File: src/rtl/multicycle_control_if.sv
// Decode-class, completion and state-strobe bundle between the control FSM and its datapath.
// Zero latency; pure wiring. Handshakes are level-based: mem_ready and alu_done complete the
// current wait state and may be held low indefinitely, bounded only by the FSM timeout.
interface multicycle_control_if;
    logic is_alu_operation;
    logic is_load;
    logic is_store;
    logic is_reg_write;
    logic is_branch;
    logic is_halt;
    logic mem_ready;
    logic alu_done;
    logic do_fetch;
    logic do_reg_load;
    logic do_alu;
    logic do_mem_load;
    logic do_mem_store;
    logic do_reg_store;
    logic do_next;

    modport master (
        input  is_alu_operation, is_load, is_store, is_reg_write, is_branch, is_halt,
        input  mem_ready, alu_done,
        output do_fetch, do_reg_load, do_alu, do_mem_load, do_mem_store, do_reg_store, do_next
    );

    modport slave (
        output is_alu_operation, is_load, is_store, is_reg_write, is_branch, is_halt,
        output mem_ready, alu_done,
        input  do_fetch, do_reg_load, do_alu, do_mem_load, do_mem_store, do_reg_store, do_next
    );
endinterface

File: src/rtl/multicycle_control.sv
// Multicycle CPU control FSM with variable-latency memory/ALU waits, halt cause and single-step.
// Outputs combinational from registered state; ALU 5, load 5, store 4, branch 3 cycles at 1-cycle
// memory. Waits on mem_ready/alu_done, faults after TIMEOUT_CYCLES. Counters: CONTROL_PERF_COUNTERS_EN.
module multicycle_control #(
    parameter int TIMEOUT_CYCLES = 16,
    parameter int WAIT_WIDTH     = 8,
    parameter int COUNTER_WIDTH  = 32,
    parameter int ALU_MULTICYCLE = 1
) (
    input  logic                     clock,
    input  logic                     reset_n,
    input  logic                     execute,
    input  logic                     soft_reset,
    input  logic                     step_mode,
    input  logic                     step,
    multicycle_control_if.master     bus,
    output logic                     do_reset,
    output logic                     do_halt,
    output logic [3:0]               state,
    output logic [1:0]               halt_cause,
    output logic [COUNTER_WIDTH-1:0] cycle_count,
    output logic [COUNTER_WIDTH-1:0] retired_count
);
    typedef enum logic [3:0] {
        ST_RESET    = 4'd0,
        ST_FETCH    = 4'd1,
        ST_REGLOAD  = 4'd2,
        ST_ALU      = 4'd3,
        ST_LOAD     = 4'd4,
        ST_STORE    = 4'd5,
        ST_REGSTORE = 4'd6,
        ST_NEXT     = 4'd7,
        ST_HALT     = 4'd8,
        ST_PAUSE    = 4'd9
    } state_t;

    localparam logic [WAIT_WIDTH-1:0] WAIT_LAST = WAIT_WIDTH'(TIMEOUT_CYCLES - 1);

    state_t                state_q, state_d;
    logic [1:0]            halt_cause_q, halt_cause_d;
    logic [WAIT_WIDTH-1:0] wait_q, wait_d;
    logic                  step_prev_q, step_prev_d;
    logic [5:0]            class_vec;
    logic                  class_onehot;
    logic                  wait_expired;
    logic                  alu_complete;
    logic                  in_wait_state;

    assign class_vec    = {bus.is_halt, bus.is_branch, bus.is_reg_write,
                           bus.is_store, bus.is_load, bus.is_alu_operation};
    assign class_onehot = (class_vec != 6'd0) && ((class_vec & (class_vec - 6'd1)) == 6'd0);
    assign wait_expired = (TIMEOUT_CYCLES != 0) && (wait_q == WAIT_LAST);
    assign alu_complete = (ALU_MULTICYCLE == 0) || bus.alu_done;
    assign in_wait_state = (state_q == ST_FETCH) || (state_q == ST_ALU) ||
                           (state_q == ST_LOAD)  || (state_q == ST_STORE);

    always_comb begin
        state_d      = state_q;
        halt_cause_d = halt_cause_q;
        wait_d       = wait_q;
        step_prev_d  = step;
        if (soft_reset) begin
            state_d      = ST_RESET;
            halt_cause_d = 2'd0;
            wait_d       = '0;
        end else if (execute) begin
            case (state_q)
                ST_RESET:    state_d = ST_FETCH;
                ST_FETCH: begin
                    if (bus.mem_ready)  state_d = ST_REGLOAD;
                    else if (wait_expired) begin
                        state_d = ST_HALT; halt_cause_d = 2'd3;
                    end
                end
                ST_REGLOAD: begin
                    if (!class_onehot) begin
                        state_d = ST_HALT; halt_cause_d = 2'd2;
                    end else if (bus.is_halt) begin
                        state_d = ST_HALT; halt_cause_d = 2'd1;
                    end else if (bus.is_alu_operation) state_d = ST_ALU;
                    else if (bus.is_load)              state_d = ST_LOAD;
                    else if (bus.is_store)             state_d = ST_STORE;
                    else if (bus.is_reg_write)         state_d = ST_REGSTORE;
                    else                               state_d = ST_NEXT;
                end
                ST_ALU: begin
                    if (alu_complete)   state_d = ST_REGSTORE;
                    else if (wait_expired) begin
                        state_d = ST_HALT; halt_cause_d = 2'd3;
                    end
                end
                ST_LOAD: begin
                    if (bus.mem_ready)  state_d = ST_REGSTORE;
                    else if (wait_expired) begin
                        state_d = ST_HALT; halt_cause_d = 2'd3;
                    end
                end
                ST_STORE: begin
                    if (bus.mem_ready)  state_d = ST_NEXT;
                    else if (wait_expired) begin
                        state_d = ST_HALT; halt_cause_d = 2'd3;
                    end
                end
                ST_REGSTORE: state_d = ST_NEXT;
                ST_NEXT:     state_d = step_mode ? ST_PAUSE : ST_FETCH;
                ST_PAUSE: begin
                    if (!step_mode || (step && !step_prev_q)) state_d = ST_FETCH;
                end
                ST_HALT:     state_d = ST_HALT;
                default: begin
                    state_d = ST_HALT; halt_cause_d = 2'd2;
                end
            endcase
            // Only a stall in a wait state accumulates; any state change restarts the count.
            if ((state_d == state_q) && in_wait_state) wait_d = wait_q + 1'b1;
            else                                       wait_d = '0;
        end
    end

    always_ff @(posedge clock or negedge reset_n) begin
        if (!reset_n) begin
            state_q      <= ST_RESET;
            halt_cause_q <= 2'd0;
            wait_q       <= '0;
            step_prev_q  <= 1'b0;
        end else begin
            state_q      <= state_d;
            halt_cause_q <= halt_cause_d;
            wait_q       <= wait_d;
            step_prev_q  <= step_prev_d;
        end
    end

`ifdef CONTROL_PERF_COUNTERS_EN
    logic [COUNTER_WIDTH-1:0] cycle_q, cycle_d;
    logic [COUNTER_WIDTH-1:0] retired_q, retired_d;

    always_comb begin
        cycle_d   = cycle_q;
        retired_d = retired_q;
        if (soft_reset) begin
            cycle_d   = '0;
            retired_d = '0;
        end else if (execute) begin
            if ((state_q != ST_HALT) && (state_q != ST_PAUSE) && (cycle_q != '1))
                cycle_d = cycle_q + 1'b1;
            if ((state_q == ST_NEXT) && (retired_q != '1))
                retired_d = retired_q + 1'b1;
        end
    end

    always_ff @(posedge clock or negedge reset_n) begin
        if (!reset_n) begin
            cycle_q   <= '0;
            retired_q <= '0;
        end else begin
            cycle_q   <= cycle_d;
            retired_q <= retired_d;
        end
    end

    assign cycle_count   = cycle_q;
    assign retired_count = retired_q;
`else
    assign cycle_count   = '0;
    assign retired_count = '0;
`endif

    assign bus.do_fetch     = execute && (state_q == ST_FETCH);
    assign bus.do_reg_load  = execute && (state_q == ST_REGLOAD);
    assign bus.do_alu       = execute && (state_q == ST_ALU);
    assign bus.do_mem_load  = execute && (state_q == ST_LOAD);
    assign bus.do_mem_store = execute && (state_q == ST_STORE);
    assign bus.do_reg_store = execute && (state_q == ST_REGSTORE);
    assign bus.do_next      = execute && (state_q == ST_NEXT);
    assign do_reset         = !reset_n || (state_q == ST_RESET);
    assign do_halt          = (state_q == ST_HALT);
    assign state            = state_q;
    assign halt_cause       = halt_cause_q;
endmodule
File: src/flat_wrapper.sv
// flat-port wrapper written by rule: the top's interface ports become plain ports
module multicycle_control_flat 
#(
    parameter int TIMEOUT_CYCLES = 16,
    parameter int WAIT_WIDTH     = 8,
    parameter int COUNTER_WIDTH  = 32,
    parameter int ALU_MULTICYCLE = 1
)
  (clock, reset_n, execute, soft_reset, step_mode, step, do_reset, do_halt, state, halt_cause, cycle_count, retired_count, bus_is_alu_operation, bus_is_load, bus_is_store, bus_is_reg_write, bus_is_branch, bus_is_halt, bus_mem_ready, bus_alu_done, bus_do_fetch, bus_do_reg_load, bus_do_alu, bus_do_mem_load, bus_do_mem_store, bus_do_reg_store, bus_do_next);
  multicycle_control_if bus_i ();
  input  logic clock;
  input  logic reset_n;
  input  logic execute;
  input  logic soft_reset;
  input  logic step_mode;
  input  logic step;
  output logic do_reset;
  output logic do_halt;
  output logic [3:0] state;
  output logic [1:0] halt_cause;
  output logic [COUNTER_WIDTH-1:0] cycle_count;
  output logic [COUNTER_WIDTH-1:0] retired_count;
  input wire logic [$bits(bus_i.is_alu_operation)-1:0] bus_is_alu_operation;
  input wire logic [$bits(bus_i.is_load)-1:0] bus_is_load;
  input wire logic [$bits(bus_i.is_store)-1:0] bus_is_store;
  input wire logic [$bits(bus_i.is_reg_write)-1:0] bus_is_reg_write;
  input wire logic [$bits(bus_i.is_branch)-1:0] bus_is_branch;
  input wire logic [$bits(bus_i.is_halt)-1:0] bus_is_halt;
  input wire logic [$bits(bus_i.mem_ready)-1:0] bus_mem_ready;
  input wire logic [$bits(bus_i.alu_done)-1:0] bus_alu_done;
  output wire logic [$bits(bus_i.do_fetch)-1:0] bus_do_fetch;
  output wire logic [$bits(bus_i.do_reg_load)-1:0] bus_do_reg_load;
  output wire logic [$bits(bus_i.do_alu)-1:0] bus_do_alu;
  output wire logic [$bits(bus_i.do_mem_load)-1:0] bus_do_mem_load;
  output wire logic [$bits(bus_i.do_mem_store)-1:0] bus_do_mem_store;
  output wire logic [$bits(bus_i.do_reg_store)-1:0] bus_do_reg_store;
  output wire logic [$bits(bus_i.do_next)-1:0] bus_do_next;
  assign bus_i.is_alu_operation = bus_is_alu_operation;
  assign bus_i.is_load = bus_is_load;
  assign bus_i.is_store = bus_is_store;
  assign bus_i.is_reg_write = bus_is_reg_write;
  assign bus_i.is_branch = bus_is_branch;
  assign bus_i.is_halt = bus_is_halt;
  assign bus_i.mem_ready = bus_mem_ready;
  assign bus_i.alu_done = bus_alu_done;
  assign bus_do_fetch = bus_i.do_fetch;
  assign bus_do_reg_load = bus_i.do_reg_load;
  assign bus_do_alu = bus_i.do_alu;
  assign bus_do_mem_load = bus_i.do_mem_load;
  assign bus_do_mem_store = bus_i.do_mem_store;
  assign bus_do_reg_store = bus_i.do_reg_store;
  assign bus_do_next = bus_i.do_next;
  multicycle_control #(.TIMEOUT_CYCLES(TIMEOUT_CYCLES), .WAIT_WIDTH(WAIT_WIDTH), .COUNTER_WIDTH(COUNTER_WIDTH), .ALU_MULTICYCLE(ALU_MULTICYCLE)) u_core (.clock(clock), .reset_n(reset_n), .execute(execute), .soft_reset(soft_reset), .step_mode(step_mode), .step(step), .bus(bus_i), .do_reset(do_reset), .do_halt(do_halt), .state(state), .halt_cause(halt_cause), .cycle_count(cycle_count), .retired_count(retired_count));
endmodule
File: config.mk
export PLATFORM = sky130hd
export DESIGN_NAME = multicycle_control_flat
export DESIGN_NICKNAME = d
export VERILOG_FILES = /design/src/rtl/multicycle_control_if.sv /design/src/rtl/multicycle_control.sv /design/src/flat_wrapper.sv
export SDC_FILE = /design/constraint.sdc
export NUM_CORES = 1
export LEC_CHECK = 0
export CAP_MARGIN = 10
export CORE_ASPECT_RATIO = 1.1
export CORE_MARGIN = 10
export CORE_UTILIZATION = 44
export DETAILED_ROUTE_END_ITERATION = 10
export HOLD_SLACK_MARGIN = 0.02
export PLACE_DENSITY = 0.95
export SLEW_MARGIN = 10
export SYNTH_ARGS = -nofsm -noshare
export SYNTH_HDL_FRONTEND = slang
export SYNTH_SLANG_ARGS = --single-unit
File: constraint.sdc
create_clock -name clock -period 6.05 [get_ports clock]
set_input_delay 1.815 -clock clock [delete_from_list [all_inputs] [get_ports clock]]
set_output_delay 1.815 -clock clock [all_outputs]
set_load 0.01 [all_outputs]
==> run summary <==
Physical implementation.

- The flow ran to the end, and the final reports show no timing, DRC or antenna violations.
- Entering global routing, the biggest net connects 22 pins.
- The detailed-routing wirelength on met1 is 1.70 mm.
- The share of power burned in registers is 39.0%.
- Among the non-sequential cells, buffers and inverters take the most area.
- The post-CTS setup repair buffer count is 0.
- The element type at the critical path start is an input pin.
- During I/O placement, the number of pins put on the boundary was about 93.
- The top cell types in the final layout, fill and taps aside, are sky130_fd_sc_hd__conb_1, sky130_fd_sc_hd__clkdlybuf4s50_1, sky130_fd_sc_hd__nor2_1.
- Counting pins that exceed their max-slew limit in the final report gives 0.
- The startpoint of the most critical hold path is u_core.wait_q[1]$_DFFE_PN0N_.
- Tracing the worst setup path back leads to its startpoint at execute.
- The run reported a max-capacitance violation count of 0.
- The launching point of the worst reg2reg path is u_core.state[2]$_DFFE_PN0N_.
- The core box area is 3960 um2.
- On the worst path, the slowest cell contributes a delay of 0.57 ns.
- The number of failing hold endpoints at the final stage is 0.
- The initial cell density of the core is 45.7%.
- The vertical die dimension is 87.3 um.
- The relative area change from synthesis to final layout is 6.14%.
- The fraction of registers with async set/reset is 100%.
- For reference, the clock transition at the flip-flops on the worst setup and hold paths is 0.06 ns.
- The detail-routed via count per cell is 5.08.
- The area share of the leading cell type in the synthesized netlist is 26.5%.
- The cell count after synthesis came out at 237.
- The most frequently used library cell after synthesis is sky130_fd_sc_hd__buf_4.
- The initialized floorplan defines 24 standard-cell rows.
- Per the finish-stage timing summary, setup violations number 0.
- The global routing met1 resource utilization is 13.2%.
- The report shows a maximum critical-path fanout of 4.
- The number of antenna violations at the first check in global routing was 0.
- The met3 routing resource usage after global routing is 4.44%.
- The sum of buffers and inverters on the critical path is 2.
- The leakage power total is roughly 0.83 nW.
- Setup repair after global routing left no endpoint under its margin.
- In this run, the synthesized area fraction spent on adder and majority cells is recorded as less than 1%.
- For the sequential group, total power comes out at around 0.11 mW.
- The number of gates resized after CTS was 0.
- Measured against its own limit, the worst slew margin works out to between 50% and 60%.
- The area reported by Yosys stat is 1810 um2.
- The capture point of the worst register-to-register path is recorded as u_core.wait_q[0]$_DFFE_PN0N_.
- The die is 81.2 um wide.
- The stage logs contain a warning count of 26.
- The highest layer touched by signal routing is met4.
- For reference, the most critical setup path is categorized as input pin to output port.
==> metrics by stage <==
step	instances	utilization [%]	hold WS [ns]	instance area (um2)
after floorplan	300	-	0.493	2050
after global placement	307	47.4	0.514	1880
after detailed placement	307	47.4	0.524	1880
after CTS	311	48.5	0.540	1920
after global routing	311	48.5	0.567	1920
final	311	48.5	0.536	1920
==> area by class of cell <==
cell class | count | share of cell area [%]
clock buffers | 3 | 2.15
inverters | 4 | 0.780
clock inverters | 1 | 0.260
repair buffers | 31 | 15.7
well taps | 52 | 3.38
flip-flops and latches | 15 | 19.5
multi-input cells | 205 | 58.2
==> sequential cells by signal, indices dropped and copies added, names as in the netlist <==
signal              count
u_core.wait_q           8
u_core.state            4
u_core.halt_cause       2
u_core.step_prev_q      1
==> images/gates.png <==
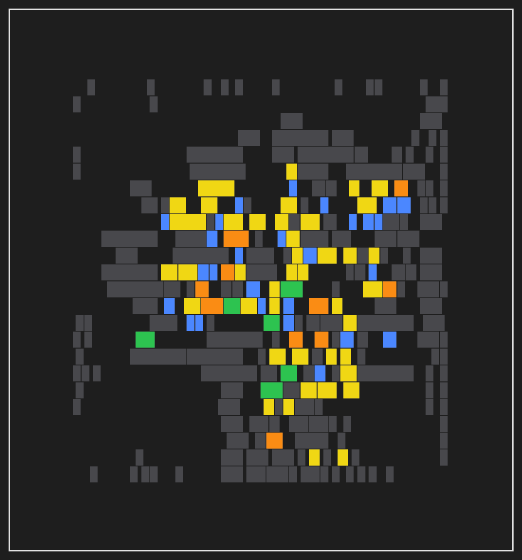
yellow -> aoi and oai cells  # cells 42, where center
blue -> nand cells  # cells 27
orange -> and/or cells  # cells 10, where center
green -> non-inverting ao/oa cells  # cells 6, where center
logic share of the area: 58.2%
number of standard cells in the final layout excluding fillers: 311
most common cell after layout, fill and taps aside: sky130_fd_sc_hd__conb_1

==> images/ff_map.png <==
Other sequential cells in the stronger gray, the rest of the logic in the fainter gray.
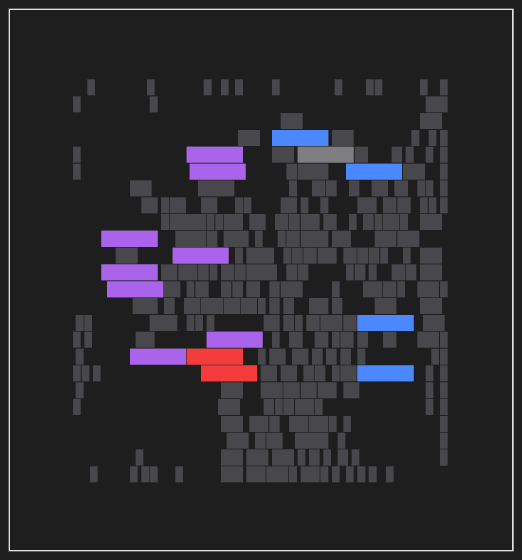
blue -> u_core.state  # sequential cells 4
red -> u_core.halt_cause  # sequential cells 2
purple -> u_core.wait_q  # sequential cells 8
not colored = 1
fraction of standard cell area that is sequential: 19.5%
post-layout util: 48.5%
sequential cell area: 375 um2

==> images/clock_nets.png <==
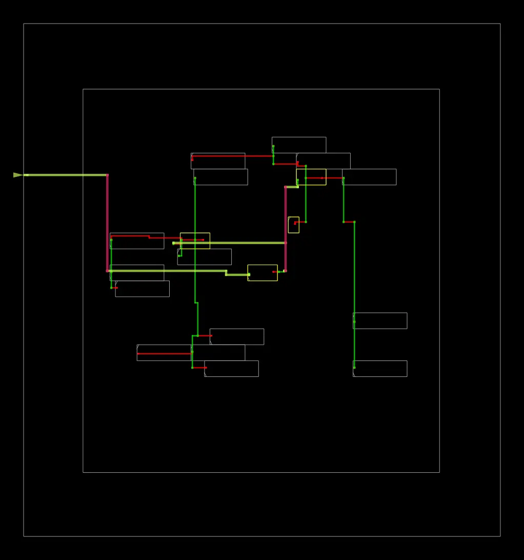
final sequential cell count: 15
Power Clock: 0.0840 mW
sinks on the clock net: 15

==> images/clock_wires.png <==
The bar under the picture is 20 um long.
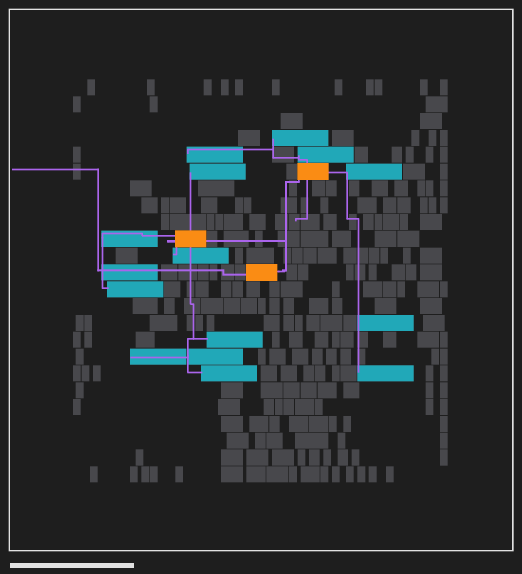
orange -> clock-net drivers  # count 3
purple -> clock wires  # length 249 um
cyan -> flip-flops  # count 15
routed clock nets = 4

==> images/sizing.png <==
The bar under the picture is 20 um long.
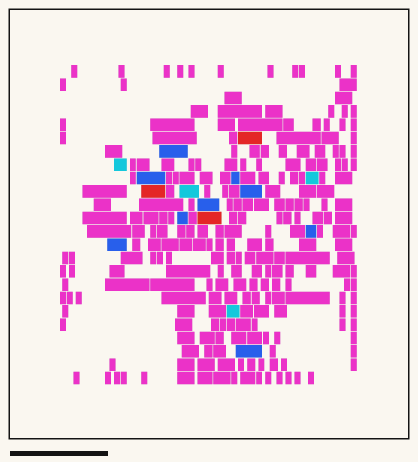
red -> x6 and larger  # cells 3, share 1.2%, most used clkbuf_8
cyan -> x3 and x4  # cells 4, share 1.5%, most used buf_4
blue -> x2  # cells 9, share 3.5%
magenta -> x1 and smaller  # cells 243, share 94%, most used conb_1
post-layout worst setup margin: 0.694 ns
post-route cell area: 1920 um2

Power figures rest on the tool's default switching activity, not on a simulated workload.
